===== src/rtl/uart_pkg.sv =====
// Shared UART definitions (TX and RX): parity modes, FSM state encoding and
// baud divisor helpers.
package uart_pkg;

  localparam logic [1:0] PAR_NONE = 2'b00;
  localparam logic [1:0] PAR_ODD  = 2'b01;
  localparam logic [1:0] PAR_EVEN = 2'b10;

  localparam int unsigned DIV_MIN = 4;

  typedef enum logic [2:0] {
    ST_IDLE   = 3'd0,
    ST_START  = 3'd1,
    ST_DATA   = 3'd2,
    ST_PARITY = 3'd3,
    ST_STOP1  = 3'd4,
    ST_STOP2  = 3'd5,
    ST_BREAK  = 3'd6,
    ST_MAB    = 3'd7
  } tx_state_e;

  // Clocks per bit for a fixed baud rate, truncated and floored at DIV_MIN.
  function automatic int unsigned default_div(input int unsigned clk_freq,
                                              input int unsigned baud_rate);
    int unsigned q;
    q = clk_freq / baud_rate;
    return (q < DIV_MIN) ? DIV_MIN : q;
  endfunction

endpackage


===== src/rtl/uart_baud_cnt.sv =====
// Loadable D-cycle bit-period counter; bit_end_c marks the last cycle of each
// bit and bit_pre_end_c the cycle before it.
module uart_baud_cnt
  import uart_pkg::*;
#(
  parameter int unsigned DIV_W = 16
) (
  input  logic             clk_sys,
  input  logic             rst_n,
  input  logic             load,
  input  logic [DIV_W-1:0] div,
  input  logic             run,
  output logic             bit_end_c,
  output logic             bit_pre_end_c
);

  logic [DIV_W-1:0] div_q;
  logic [DIV_W-1:0] cnt_q;

  always_ff @(posedge clk_sys or negedge rst_n) begin : p_cnt
    if (!rst_n) begin
      div_q <= DIV_W'(DIV_MIN);
      cnt_q <= '0;
    end else if (load) begin
      div_q <= div;
      cnt_q <= '0;
    end else if (run) begin
      cnt_q <= bit_end_c ? '0 : cnt_q + DIV_W'(1);
    end
  end

  assign bit_end_c     = run && (cnt_q == div_q - DIV_W'(1));
  assign bit_pre_end_c = run && (cnt_q == div_q - DIV_W'(2));

endmodule


===== src/rtl/uart_tx_frame.sv =====
// UART transmitter: valid/ready byte intake, runtime divisor/parity/stop bits.
// Define UART_TX_BREAK_EN to add the tx_break input (line break + mark-after-break).
module uart_tx_frame
  import uart_pkg::*;
#(
  parameter int unsigned DATA_W    = 8,
  parameter int unsigned CLK_FREQ  = 50_000_000,
  parameter int unsigned BAUD_RATE = 9600,
  parameter int unsigned DIV_W     = 16
) (
  input  logic              clk_sys,
  input  logic              rst_n,
  input  logic [DATA_W-1:0] tx_data,
  input  logic              tx_valid,
  output logic              tx_ready,
  input  logic [DIV_W-1:0]  baud_div,
  input  logic [1:0]        parity_mode,
  input  logic              stop2,
`ifdef UART_TX_BREAK_EN
  input  logic              tx_break,
`endif
  output logic              uart_tx,
  output logic              tx_busy,
  output logic              tx_done
);

  localparam int unsigned DEF_DIV = default_div(CLK_FREQ, BAUD_RATE);
  localparam int unsigned IDX_W   = $clog2(DATA_W);

  if (DATA_W < 5 || DATA_W > 9) begin : g_bad_data_w
    $error("uart_tx_frame: DATA_W must be within 5..9");
  end
  if (64'(DEF_DIV) >= (64'd1 << DIV_W)) begin : g_bad_def_div
    $error("uart_tx_frame: CLK_FREQ/BAUD_RATE does not fit in DIV_W bits");
  end

  tx_state_e         state_q;
  tx_state_e         state_d;
  logic [IDX_W-1:0]  idx_q;
  logic [IDX_W-1:0]  idx_d;
  logic [DATA_W-1:0] data_q;
  logic [DATA_W-1:0] data_d;
  logic              par_en_q;
  logic              par_bit_q;
  logic              stop2_q;
  logic [DIV_W-1:0]  eff_div_c;
  logic              hs_c;
  logic              cnt_load_c;
  logic              bit_end_c;
  logic              bit_pre_end_c;
  logic              line_d;
  logic              done_d;

  assign hs_c = tx_valid && tx_ready;

  // Effective clocks per bit: 0 selects the elaborated default, tiny values clamp up.
  always_comb begin : p_div
    if (baud_div == '0) begin
      eff_div_c = DIV_W'(DEF_DIV);
    end else if (baud_div < DIV_W'(DIV_MIN)) begin
      eff_div_c = DIV_W'(DIV_MIN);
    end else begin
      eff_div_c = baud_div;
    end
  end

  uart_baud_cnt #(
    .DIV_W (DIV_W)
  ) u_baud_cnt (
    .clk_sys       (clk_sys),
    .rst_n         (rst_n),
    .load          (cnt_load_c),
    .div           (eff_div_c),
    .run           (state_q != ST_IDLE),
    .bit_end_c     (bit_end_c),
    .bit_pre_end_c (bit_pre_end_c)
  );

  // State, datapath and registered outputs.
  always_ff @(posedge clk_sys or negedge rst_n) begin : p_state
    if (!rst_n) begin
      state_q   <= ST_IDLE;
      idx_q     <= '0;
      data_q    <= '0;
      par_en_q  <= 1'b0;
      par_bit_q <= 1'b0;
      stop2_q   <= 1'b0;
      uart_tx   <= 1'b1;
      tx_ready  <= 1'b1;
      tx_busy   <= 1'b0;
      tx_done   <= 1'b0;
    end else begin
      state_q <= state_d;
      idx_q   <= idx_d;
      data_q  <= data_d;
      if (hs_c) begin
        par_en_q  <= (parity_mode == PAR_ODD) || (parity_mode == PAR_EVEN);
        par_bit_q <= (parity_mode == PAR_ODD) ? ~^tx_data : ^tx_data;
        stop2_q   <= stop2;
      end
      uart_tx  <= line_d;
      tx_ready <= (state_d == ST_IDLE);
      tx_busy  <= (state_d != ST_IDLE);
      tx_done  <= done_d;
    end
  end

  // Next state; data shifts right so the bit on the line is always data_q[0].
  always_comb begin : p_next
    state_d    = state_q;
    idx_d      = idx_q;
    data_d     = data_q;
    cnt_load_c = 1'b0;
    case (state_q)
      ST_IDLE: begin
        if (hs_c) begin
          state_d    = ST_START;
          data_d     = tx_data;
          cnt_load_c = 1'b1;
        end
`ifdef UART_TX_BREAK_EN
        else if (tx_break) begin
          state_d    = ST_BREAK;
          cnt_load_c = 1'b1;
        end
`endif
      end
      ST_START: begin
        if (bit_end_c) begin
          state_d = ST_DATA;
          idx_d   = '0;
        end
      end
      ST_DATA: begin
        if (bit_end_c) begin
          data_d = data_q >> 1;
          if (idx_q == IDX_W'(DATA_W - 1)) begin
            state_d = par_en_q ? ST_PARITY : ST_STOP1;
          end else begin
            idx_d = idx_q + IDX_W'(1);
          end
        end
      end
      ST_PARITY: begin
        if (bit_end_c) state_d = ST_STOP1;
      end
      ST_STOP1: begin
        if (bit_end_c) state_d = stop2_q ? ST_STOP2 : ST_IDLE;
      end
      ST_STOP2: begin
        if (bit_end_c) state_d = ST_IDLE;
      end
`ifdef UART_TX_BREAK_EN
      ST_BREAK: begin
        if (!tx_break) begin
          state_d    = ST_MAB;
          idx_d      = '0;
          cnt_load_c = 1'b1;
        end
      end
      // Mark-after-break spans two bit periods.
      ST_MAB: begin
        if (bit_end_c) begin
          if (idx_q != '0) state_d = ST_IDLE;
          else             idx_d   = IDX_W'(1);
        end
      end
`endif
      default: state_d = ST_IDLE;
    endcase
  end

  // Line level and done strobe for the coming cycle.
  always_comb begin : p_out
    line_d = 1'b1;
    done_d = 1'b0;
    case (state_d)
      ST_START, ST_BREAK: line_d = 1'b0;
      ST_DATA:            line_d = data_d[0];
      ST_PARITY:          line_d = par_bit_q;
      default:            line_d = 1'b1;
    endcase
    if (((state_q == ST_STOP1) && !stop2_q) || (state_q == ST_STOP2)) begin
      done_d = bit_pre_end_c;
    end
  end

endmodule

===== config.mk =====
export PLATFORM = sky130hd
export DESIGN_NAME = uart_tx_frame
export DESIGN_NICKNAME = d
export VERILOG_FILES = /design/src/rtl/uart_pkg.sv /design/src/rtl/uart_baud_cnt.sv /design/src/rtl/uart_tx_frame.sv
export SDC_FILE = /design/constraint.sdc
export NUM_CORES = 1
export LEC_CHECK = 0
export ABC_AREA = 1
export ABC_CLOCK_PERIOD_IN_PS = 2990
export CAP_MARGIN = 40
export CORE_UTILIZATION = 59
export CTS_BUF_LIST = sky130_fd_sc_hd__clkbuf_4 sky130_fd_sc_hd__clkbuf_8 sky130_fd_sc_hd__clkbuf_16
export CTS_CLUSTER_SIZE = 14
export DETAILED_ROUTE_END_ITERATION = 8
export PLACE_DENSITY = 0.8
export SYNTH_ARGS = -nofsm -noshare
export SYNTH_HDL_FRONTEND = slang
export SYNTH_HIERARCHICAL = 1
export SYNTH_SLANG_ARGS = --single-unit
export TNS_END_PERCENT = 20

===== constraint.sdc =====
create_clock -name clk_sys -period 2.99 [get_ports clk_sys]
set_input_delay 0.299 -clock clk_sys [delete_from_list [all_inputs] [get_ports clk_sys]]
set_output_delay 0.299 -clock clk_sys [all_outputs]
set_load 0.05 [all_outputs]

==> flow_metrics.py, run 1 <==
# Generated from Yosys and OpenROAD reports
metrics = {
    "run_status": {
        "status": "finished with violations",
        "violations": "hold timing",
    },
    "final_timing": {
        "slew_headroom": 0.5881,
        "fin_crit_ns": 2.647,
        "finalSetupViolCount": 0,
        "drv_slew": 0,
        "hold_ws_ns": -0.0007812,
        "hold_viol": 4,
        "fin_skew_ns": 0.009740,
        "rsz0062_at_grt": "false",
        "period_used_share": 0.8853,
        "tightest_slew_ns": 0.6179,
        "setup_tns_ns": 0,
        "clock.fmax_mhz": 377.8,
    },
    "global_routing": {
        "grt_pass1_wl_um": 13970,
        "grtUsageMet2": 0.4189,
        "busiest_layer": "met2",
        "grt_max_degree": 36,
        "grt_use_met1": 0.3981,
        "grt_pass1_vias": 3041,
        "antenna_found_initial": 0,
        "use_met3": 0.02967,
        "grt-ovfl-total": 0,
    },
    "cts": {
        "cts_tree": "done",
        "cts_hold_buf": 0,
        "numCtsBuffers": 5,
        "cts_setup_buffers": 0,
        "cts_resized": 0,
        "clock_sinks": 53,
        "cts.clk_slew.worst_paths_ns": 0.10,
        "cts_max_level": 2,
        "clock.latency.late_pin_ns": 0.30,
        "root_buffer": "clkbuf_8",
        "clk_path_buf_depth": 2,
    },
    "synthesis": {
        "yosys.area_share.simple": 0.3655,
        "aoi_share": 0.08455,
        "area_leaders": "dfrtp_1 (33%), nand2_1 (17%), inv_1 (6.4%)",
        "top_cell": "nand2_1",
        "adder_share": 0.01951,
        "yosysTopAreaCell": "dfrtp_1",
        "xor_share": 0.07187,
        "ys_ff": 53,
        "synth_area_um2": 3847,
        "yosys_area_um2": 3847,
        "fp_nets": 599,
        "seq_area_frac_synth": 0.3457,
        "mux_area_frac": 0.01463,
        "logic_family": "simple AND/OR/NAND/NOR gates",
        "top_cell_area_share": 0.3252,
        "edf_count": 0,
        "ys_cells": 563,
        "synth-warning-count": 6,
        "ys.flop_type": "dfrtp_1",
        "async_reset_ff_frac": 1.000,
        "synth_cell_type_count": 35,
        "syn_avg_cell_area_um2": 6.834,
        "top_cells_by_count": "nand2_1 (175), inv_1 (66), nor2_1 (56)",
        "synthCells": 563,
    },
    "cells_and_area": {
        "n_antenna_cell": 0,
        "largest_cell_class": "logic gates",
        "lay_top_count": "nand2_1",
        "logic_area_um2": 2140,
        "seq-cell-share": 0.3078,
        "inv_count": 73,
        "n_clock_buffer": 6,
        "comb_area_frac": 0.4951,
        "area_growth_pct": 12.33,
        "most-common-layout-cells": "nand2_1 (175), inv_1 (65), nor2_1 (56), dfrtp_1 (50), nand3_1 (39)",
        "fin_nets": 624,
        "comb_cells": 417,
        "nonClkBufAreaFrac": 0.08396,
        "clkCellAreaFrac": 0.02664,
        "nNonClkBuffers": 38,
        "fill_cells": 549,
        "layout-drive-gt1-share": 0.09847,
    },
    "worst_setup_path": {
        "worstPathRequired_ns": 3.20,
        "rr_worst_depth": 19,
        "worstSetupPathType": "reg -> reg",
        "cpPeakStageDelay_ns": 0.40,
        "reg2reg_slack_ns": 0.34,
        "cp-end-kind": "flop",
        "cpMostUsedCell": "nand2_1",
        "r2r_start": "u_baud_cnt/div_q[1]",
        "cp-start-kind": "flop",
        "rr_endpoint": "tx_busy",
        "cp_max_fo": 9,
        "crit_arrival_ns": 2.86,
        "critical_path.cell_chain": "inv_1 > ha_1 > nand2_1 > nor2_4 > nand2_1 > nand2_1 > nand2_1 > nor2_1 > nand2_1 > nor2_4 > nand3_4 > clkinvlp_4 > nor2_1 > nand2_1 > nand2_1 > nor2_2 > nand3b_1 > nor2_2 > inv_2",
        "slowest_stage": "dfrtp_1",
    },
    "power": {
        "ir_worst_vdd_mv": 0.2012,
        "power_per_cell_area_nw_per_um2": 301.1,
        "leakagePower_nw": 2.199,
    },
    "floorplan": {
        "fp_util": 0.6094,
        "ios": 34,
        "die_width_um": 82.76,
        "rows": 29,
        "core_um2": 6314,
        "die_h_um": 82.76,
        "die_area_um2": 6848,
    },
    "placement": {
        "port_buffers": 33,
        "gp_congestion": 0.9607,
        "dp_cells": 658,
        "dpl.hpwl_um": 6625,
    },
    "detailed_routing": {
        "ant_nets": 0,
        "drtIter0Drc": 248,
        "vias_per_cell": 5.347,
        "dr.pass1.iters": 6,
        "drc": 0,
    },
    "run": {
        "drv_cap": 0,
        "warnings": 26,
    },
    "hold_path": {
        "hp-class": "in -> async",
    },
}
[run 1: state kept, by name (all words and copies together) (netlist names)]
signal,count
idx_q,3
state_q,3
par_bit_q,1
stop2_q,1
tx_done,1
data_q,8
uart_tx,1
par_en_q,1
tx_ready,1
u_baud_cnt/cnt_q,16
u_baud_cnt/div_q,16
tx_busy,1
[run 1: power breakdown]
| group | switching (mW) | internal, mW | leakage, nW |
|---|---|---|---|
| Clock | 0.238 | 0.261 | 0.0588 |
| Sequential | 0 | 0.716 | 0.616 |
| Combinational | 0.0406 | 0.0457 | 1.52 |
[run 1: metrics by stage]
step	total power, mW	hold WS, ns	cell area [um^2]	setup slack, ns	utilization
2_1_floorplan	0.7589	0.003409	3847	0.3622	-
3_3_place_gp	0.8164	0.3410	4203	0.3876	0.6657
3_5_place_dp	0.8177	0.3450	4203	0.3107	0.6657
4_1_cts	1.311	0.01272	4318	0.2817	0.6839
5_1_grt	1.353	0.05426	4322	0.01965	0.6845
6_report	1.301	-0.0007812	4322	0.3431	0.6845
[run 1: routing by layer]
metal,vias up,share of wire
li1,1814,-
met1,1603,0.48
met2,134,0.45
met3,10,0.065
met4,0,0.0095
met5,-,0
[run 1: how the worst max path moves through the flow]
stage,cells past startpoint,startpoint,end
after floorplan,22,u_baud_cnt/div_q[2],tx_busy
after global placement,20,u_baud_cnt/div_q[2],tx_busy
after detailed placement,20,u_baud_cnt/div_q[2],tx_busy
after CTS,20,u_baud_cnt/div_q[2],tx_busy
after global routing,21,u_baud_cnt/div_q[1],tx_busy
final,19,u_baud_cnt/div_q[1],tx_busy
[run 1: critical path, delay by kind of cell (launching register included)]
kind                     cells  cell delay (ns)
buffers and inverters        3             0.31
AND/OR/NAND/NOR             15             1.59
adder cells (fa/ha/maj)      1             0.25
flip-flops                   1             0.40
Figure 1. Sequential cells colored by netlist name (run 1).
Other sequential cells in the stronger gray, the rest of the logic in the fainter gray.
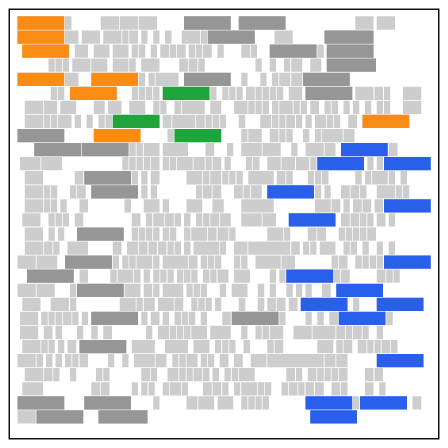
| netlist name | color | flops |
|---|---|---|
| `idx_q` | green | 3 |
| `data_q` | orange | 8 |
| `u_baud_cnt/cnt_q` | blue | 16 |
not colored: 26
flip-flop and latch area: 1330 um^2
seq pwr: 0.716 mW

Figure 2. Cell placement (run 1).
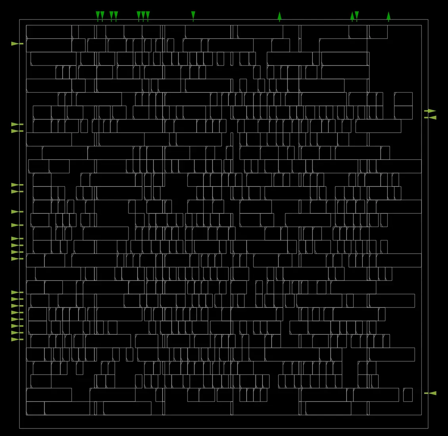
flop count: 53
Finished Core Util: 0.6845
final std cells w/o fill: 666
Tapcells: 77

Figure 3. Wiring heat map (run 1).
Bar = 20 um. 17 x 17 tiles, from dark purple (low) to yellow (high), scaled to the fullest tile. Values are wire area over tile area, all layers added.
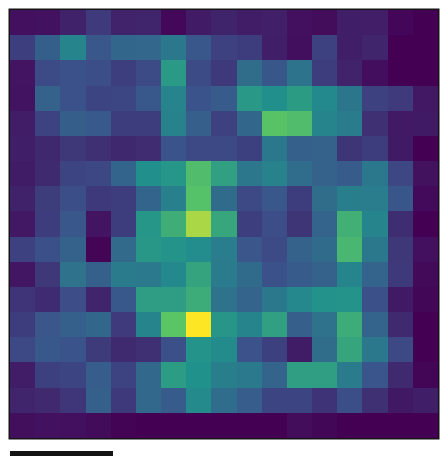
densest ninth of the die: center
nearly empty tiles: 8.3%
mean over tiles: 0.20
tiles over half the peak: 12%
fullest tile: 0.76
emptiest ninth of the die: upper right
GR Util All Layers: 0.2695
DR WL/cell: 12.62 um
via count: 3,561
DRT Wirelength: 8403 um

Figure 4. Clock wires, drivers and flops (run 1).
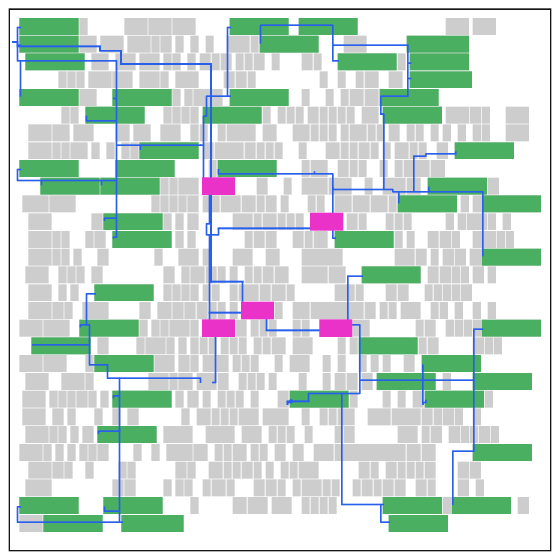

--- run 2 (diff from run 1) ---
--- a/config.mk
+++ b/config.mk
@@ -6,13 +6,13 @@
 export NUM_CORES = 1
 export LEC_CHECK = 0
 export ABC_AREA = 1
-export ABC_CLOCK_PERIOD_IN_PS = 2990
+export ABC_CLOCK_PERIOD_IN_PS = 3200
 export CAP_MARGIN = 40
-export CORE_UTILIZATION = 59
+export CORE_UTILIZATION = 61
 export CTS_BUF_LIST = sky130_fd_sc_hd__clkbuf_4 sky130_fd_sc_hd__clkbuf_8 sky130_fd_sc_hd__clkbuf_16
 export CTS_CLUSTER_SIZE = 14
 export DETAILED_ROUTE_END_ITERATION = 8
-export PLACE_DENSITY = 0.8
+export PLACE_DENSITY = 0.83
 export SYNTH_ARGS = -nofsm -noshare
 export SYNTH_HDL_FRONTEND = slang
 export SYNTH_HIERARCHICAL = 1
==> constraint.sdc (replaced) <==
create_clock -name clk_sys -period 3.2 [get_ports clk_sys]
set_input_delay 0.32 -clock clk_sys [delete_from_list [all_inputs] [get_ports clk_sys]]
set_output_delay 0.32 -clock clk_sys [all_outputs]
set_load 0.05 [all_outputs]
Figure 5. Clock wires, drivers and flops (run 2).
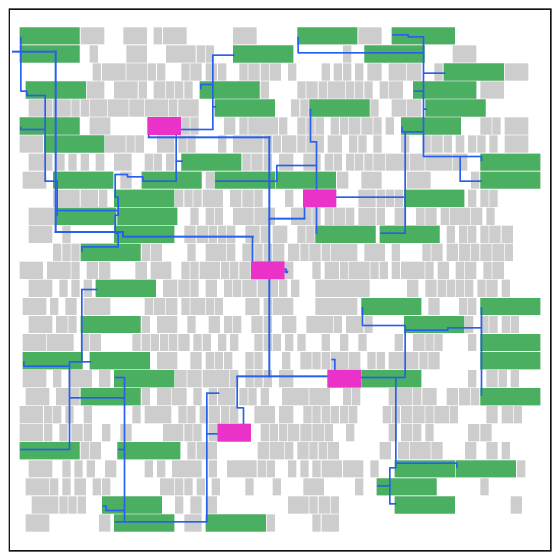
[flip-flops] green | count: 53
[clock-net drivers] magenta | count: 5
[clock wires] blue | length: 619 um
flops lie: spread over the die
routed clock nets: 6
Clock Skew: 0.009988 ns
clk pwr: 0.386 mW
clk_lat worst skew: 0.31 ns

==> run 2 against run 1 <==
  * The run now ends clean
  * First-iteration DRC count is 12% higher
  * Cell area is 0.96% lower
  * Critical path type unchanged
  * Critical path depth is 1 higher
  * Non-clock buffer count is 2 lower
  * Critical endpoint unchanged
==> flow_metrics.py, run 2 <==
# Generated from Yosys and OpenROAD reports
metrics = {
    "run_status": {
        "status": "finished, final reports clean",
    },
    "synthesis": {
        "async_reset_ff_frac": 1.000,
        "syn_avg_cell_area_um2": 6.834,
        "area_leaders": "dfrtp_1 (33%), nand2_1 (17%), inv_1 (6.4%)",
        "top_cell_area_share": 0.3252,
        "edf_count": 0,
        "adder_share": 0.01951,
        "synth_cell_type_count": 35,
        "yosysTopAreaCell": "dfrtp_1",
        "mux_area_frac": 0.01463,
        "ys.flop_type": "dfrtp_1",
        "yosys_area_um2": 3847,
        "synth-warning-count": 6,
        "synth_area_um2": 3847,
        "seq_area_frac_synth": 0.3457,
        "top_cells_by_count": "nand2_1 (175), inv_1 (66), nor2_1 (56)",
        "fp_nets": 599,
        "synthCells": 563,
        "top_cell": "nand2_1",
    },
    "cts": {
        "cts_resized": 0,
        "cts_setup_buffers": 0,
        "cts_max_level": 2,
        "root_buffer": "clkbuf_8",
        "clk_path_buf_depth": 2,
        "cts_tree": "done",
        "clock_sinks": 53,
        "numCtsBuffers": 5,
    },
    "final_timing": {
        "tightest_slew_ns": 0.7110,
        "period_used_share": 0.8905,
        "clock.fmax_mhz": 350.9,
        "hold_ws_ns": 0.05144,
        "finalSetupViolCount": 0,
        "fin_crit_ns": 2.850,
        "hold_viol": 0,
        "setup_tns_ns": 0,
        "slew_headroom": 0.5260,
    },
    "global_routing": {
        "grt_max_degree": 37,
        "grt-ovfl-total": 0,
        "antenna_found_initial": 0,
    },
    "worst_setup_path": {
        "cp-start-kind": "flop",
        "cp-end-kind": "flop",
        "crit_arrival_ns": 3.07,
        "cpPeakStageDelay_ns": 0.56,
        "cpMostUsedCell": "nand2_1",
        "critical_path.cell_chain": "inv_1 > ha_1 > nand2_1 > nand3_1 > nand2_1 > nand2_1 > inv_1 > nand2_1 > nor2_1 > nand2_1 > nor2_4 > nand3_4 > clkinvlp_4 > nor2_1 > nand2_1 > nand2_1 > nor2_2 > nand3b_1 > nor2_2 > inv_2",
    },
    "cells_and_area": {
        "final_util": 0.7145,
        "final_cells": 662,
        "lay_top_count": "nand2_1",
        "area_growth_pct": 11.25,
        "fill_cells": 493,
        "layout-drive-gt1-share": 0.09540,
        "n_antenna_cell": 0,
        "fin_nets": 622,
        "reg_top3": "u_baud_cnt/cnt_q x16, u_baud_cnt/div_q x16, data_q x8",
        "final_cell_area_um2": 4280,
    },
    "detailed_routing": {
        "met2_length_um": 3908,
        "totalWireLength_um": 8699,
        "ant_nets": 0,
        "wl_per_cell_um": 13.14,
        "highest_layer": "met4",
        "vias_per_cell": 5.385,
        "vias": 3565,
        "dr_wl_met3_um": 561,
        "drc": 0,
        "dr.pass1.iters": 5,
    },
    "floorplan": {
        "rows": 28,
        "core_um2": 5991,
        "die_width_um": 81.42,
        "ios": 34,
    },
    "power": {
        "p_clk_frac": 0.340,
        "power_frac_seq": 0.589,
        "finalPower_mw": 1.136,
        "ir_worst_vdd_mv": 0.2505,
        "comb_power_share": 0.070,
        "p_switching_mw": 0.2605,
        "switching_share": 0.2294,
        "power_per_cell_area_nw_per_um2": 265.3,
        "p_int_mw": 0.8751,
    },
    "run": {
        "drv_cap": 0,
    },
    "placement": {
        "dpl-instance-area_um2": 4185,
        "dp_cells": 654,
        "dpl.hpwl_um": 6802,
        "port_buffers": 33,
    },
}
[run 2: cell counts after synthesis]
No cell type changed its count.
[run 2: final cells by class]
cell class / instances / area, um^2 / share of cell area
sequential: 53 / 1330 / 0.3107
clock inverter: 2 / 15.01 / 0.003508
multi-input combinational: 417 / 2140 / 0.4999
clock buffer: 6 / 76.32 / 0.01783
inverter: 73 / 277.8 / 0.06489
tap: 75 / 93.84 / 0.02192
timing repair buffer: 36 / 347.8 / 0.08126
[run 2: routing by layer]
| metal | vias to the layer above | GRT usage |
|---|---|---|
| li1 | 1812 | - |
| met1 | 1606 | 0.4103 |
| met2 | 133 | 0.4642 |
| met3 | 14 | 0.03889 |
| met4 | 0 | 0.07857 |
| met5 | - | 0 |
[run 2: power groups by stage]
stage          clock [mW]  sequential (mW)  combinational (mW)
2_1_floorplan           0            0.683              0.0265
3_3_place_gp            0            0.682              0.0801
3_5_place_dp            0            0.682              0.0814
4_1_cts             0.396            0.669              0.0819
5_1_grt             0.418            0.670              0.0930
6_report            0.386            0.669              0.0800
[run 2: worst paths after layout]
check / from / to / slack [ns] / cells past startpoint
worst max-delay path: u_baud_cnt/div_q[2] / tx_busy / 0.35 / 20
worst min-delay path: rst_n / u_baud_cnt/div_q[1] / 0.05 / 1
worst max register to register: u_baud_cnt/div_q[2] / tx_busy / 0.35 / 20
worst min register to register: stop2_q / tx_done / 0.48 / 1
max in group asynchronous: rst_n / u_baud_cnt/div_q[2] / 2.36 / 2
min in group clk_sys: stop2_q / tx_done / 0.48 / 1
[run 2: critical path, delay by kind of cell (launching register included)]
family                   cells  cell delay, ns
AND/OR/NAND/NOR             15            1.58
flip-flops                   1            0.56
buffers and inverters        4            0.38
adder cells (fa/ha/maj)      1            0.24
Figure 6. The metal 4 layer (run 2).
Bar = 20 um. Supply wires on this layer in gray.
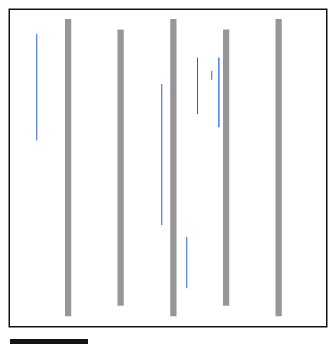

--- run 3 (diff from run 2) ---
--- a/config.mk
+++ b/config.mk
@@ -12,9 +12,8 @@
 export CTS_BUF_LIST = sky130_fd_sc_hd__clkbuf_4 sky130_fd_sc_hd__clkbuf_8 sky130_fd_sc_hd__clkbuf_16
 export CTS_CLUSTER_SIZE = 14
 export DETAILED_ROUTE_END_ITERATION = 8
-export PLACE_DENSITY = 0.83
+export PLACE_DENSITY = 0.82
 export SYNTH_ARGS = -nofsm -noshare
 export SYNTH_HDL_FRONTEND = slang
-export SYNTH_HIERARCHICAL = 1
 export SYNTH_SLANG_ARGS = --single-unit
 export TNS_END_PERCENT = 20
Figure 7. The metal 4 layer (run 3).
Bar = 20 um. Supply wires on this layer in gray.
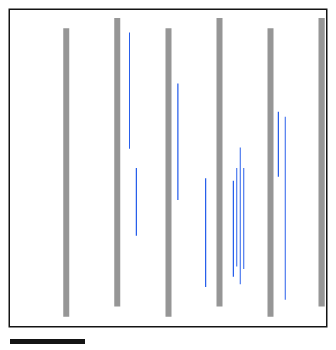
longest straight run: 48.3 um
nets with wire on the layer: 10
share of all routed wire: 2.7%
main direction: vertical
wire length on this layer: 286 um
DRT Wirelength: 10,520 um
via count: 3,922

==> run 3 against run 2 <==
  * The flow now finishes with violations (DRC, hold timing)
  * Clock-buffer cell count is 1 lower
  * Via count increased by 10%
  * Setup slack gained 0.11 ns
  * Register-to-register slack better by 0.11 ns
  * Sequential share of layout area decreased by 2.3 points
  * Power up 1.1%
  * Clock power increased by 3%
  * Global-route usage is 2.7 points higher
  * Flip-flop count unchanged
  * Routed wire length increased by 21%
  * Largest power group unchanged
  * Die area grew 6.3%
  * Hold slack worse by 0.053 ns
==> flow_metrics.py, run 3 <==
# Generated from Yosys and OpenROAD reports
metrics = {
    "cells_and_area": {
        "lay_top_count": "nand2_1",
        "final_util": 0.7193,
        "area_growth_pct": 12.73,
        "layout-drive-gt1-share": 0.1336,
        "reg_top3": "u_baud_cnt.cnt_q x16, u_baud_cnt.div_q x16, data_q x8",
        "final_cell_area_um2": 4619,
        "fill_cells": 540,
        "n_antenna_cell": 0,
    },
    "cts": {
        "cts_max_level": 2,
        "clk_path_buf_depth": 2,
        "root_buffer": "clkbuf_8",
        "clock_sinks": 53,
        "cts_tree": "done",
        "cts_setup_buffers": 0,
        "cts_resized": 0,
        "numCtsBuffers": 5,
    },
    "run_status": {
        "violations": "DRC, hold timing",
        "status": "finished with violations",
    },
    "placement": {
        "port_buffers": 33,
        "dpl-instance-area_um2": 4529,
    },
    "final_timing": {
        "tightest_slew_ns": 0.5584,
        "fin_skew_ns": 0.008431,
        "hold_ws_ns": -0.001146,
        "clock.fmax_mhz": 364.5,
        "setup_tns_ns": 0,
        "hold_viol": 3,
        "period_used_share": 0.8573,
        "finalSetupViolCount": 0,
        "fin_crit_ns": 2.743,
        "slew_headroom": 0.6269,
    },
    "worst_setup_path": {
        "crit_buf_inv": 2,
        "rr_endpoint": "u_baud_cnt.cnt_q[15]",
        "crit_start": "u_baud_cnt.div_q[2]",
        "reg2reg_slack_ns": 0.46,
        "crit_arrival_ns": 2.92,
        "cp_num_cells": 14,
        "endpoint": "u_baud_cnt.cnt_q[15]",
        "cp-start-kind": "flop",
        "cpMostUsedCell": "nand2_1",
        "critPathTopFamily": "simple AND/OR/NAND/NOR gates",
        "cp-end-kind": "flop",
        "cpPeakStageDelay_ns": 0.59,
        "r2r_start": "u_baud_cnt.div_q[2]",
        "critical_path.cell_chain": "inv_1 > ha_1 > inv_2 > nor2_1 > nand2_1 > nand2_1 > nand2_1 > nand2_1 > nor2_2 > nand2_2 > nor2_8 > nand3_4 > nand2_1 > o22ai_1",
    },
    "power": {
        "p_switching_mw": 0.2778,
        "p_int_mw": 0.8703,
        "p_clk_mw": 0.397,
        "comb_power_share": 0.071,
        "power_frac_seq": 0.583,
        "power_leader": "sequential cells",
        "switching_share": 0.2419,
        "power_per_cell_area_nw_per_um2": 248.5,
        "seq_cell_power_mw": 0.669,
        "finalPower_mw": 1.148,
        "p_clk_frac": 0.346,
        "ir_worst_vdd_mv": 0.2390,
    },
    "run": {
        "drv_cap": 0,
    },
    "synthesis": {
        "top_cells_by_count": "nand2_1 (157), inv_1 (62), dfrtp_1 (50)",
        "synth_cell_type_count": 44,
        "ys.flop_type": "dfrtp_1",
        "synth-warning-count": 0,
        "yosysTopAreaCell": "dfrtp_1",
        "fp_nets": 613,
        "syn_avg_cell_area_um2": 7.102,
        "synthCells": 577,
        "yosys_area_um2": 4098,
        "seq_area_frac_synth": 0.3246,
        "top_cell_area_share": 0.3053,
        "async_reset_ff_frac": 1.000,
        "synth_area_um2": 4098,
    },
    "detailed_routing": {
        "met2_length_um": 4763,
        "dr.pass1.iters": 7,
        "ant_nets": 0,
        "dr_wl_met3_um": 633,
        "highest_layer": "met4",
        "wl_per_cell_um": 15.23,
        "drc": 2,
        "vias_per_cell": 5.676,
    },
    "floorplan": {
        "die_width_um": 83.96,
        "core_um2": 6422,
        "rows": 29,
        "ios": 34,
    },
    "global_routing": {
        "antenna_found_initial": 0,
        "busiest_layer": "met2",
        "grt-ovfl-total": 0,
        "grt_max_degree": 37,
        "grt_use_met1": 0.4470,
    },
    "hold_path": {
        "hp-class": "in -> async",
    },
}
-- run 3: cell count changes after synthesis, sizes merged, moves of 4 or more --
| cell | delta |
|---|---|
| o21ai | -11 |
| o22ai | +12 |
| nand2 | -6 |
| nand3 | +8 |
| clkbuf | -9 |
| xor2 | +6 |
| a21oi | +4 |
| mux2 | -5 |
-- run 3: stage by stage --
| step | setup slack (ns) | instances |
|---|---|---|
| CTS | 0.4673 | 691 |
| finish | 0.4566 | 691 |
| global placement | 0.5720 | 682 |
| floorplan | 0.9371 | 577 |
| detailed placement | 0.4802 | 683 |
| global route | 0.2087 | 691 |
-- run 3: worst min-delay path by stage --
stage / start / to / cells past startpoint
finish: rst_n / u_baud_cnt.cnt_q[12] / 2
global route: rst_n / u_baud_cnt.cnt_q[9] / 2
CTS: rst_n / u_baud_cnt.cnt_q[15] / 2
detailed placement: rst_n / u_baud_cnt.cnt_q[11] / 2
global placement: rst_n / u_baud_cnt.cnt_q[11] / 1
floorplan: rst_n / data_q[0] / 0
-- run 3: cell type report --
| type | count | area, um^2 | area share |
|---|---|---|---|
| multi-input cells | 441 | 2454 | 0.5311 |
| flip-flops and latches | 53 | 1330 | 0.2879 |
| repair buffers | 37 | 367.9 | 0.07963 |
| inverters | 75 | 281.5 | 0.06094 |
| well taps | 77 | 96.34 | 0.02086 |
| clock buffers | 5 | 68.82 | 0.01490 |
| clock inverters | 3 | 21.27 | 0.004605 |
-- run 3: cell families (layout without fill, tap and decap cells) --
group,after synthesis,count (layout),share of synthesized area
XOR/XNOR,38,38,0.08122
adder cells (fa/ha/maj),6,6,0.01832
AND-OR/OR-AND,71,71,0.1063
AND/OR/NAND/NOR,326,326,0.3924
buffers and inverters,83,120,0.07725
flip-flops,53,53,0.3246
No activity file was given, so power comes from the tool's default toggle rates.
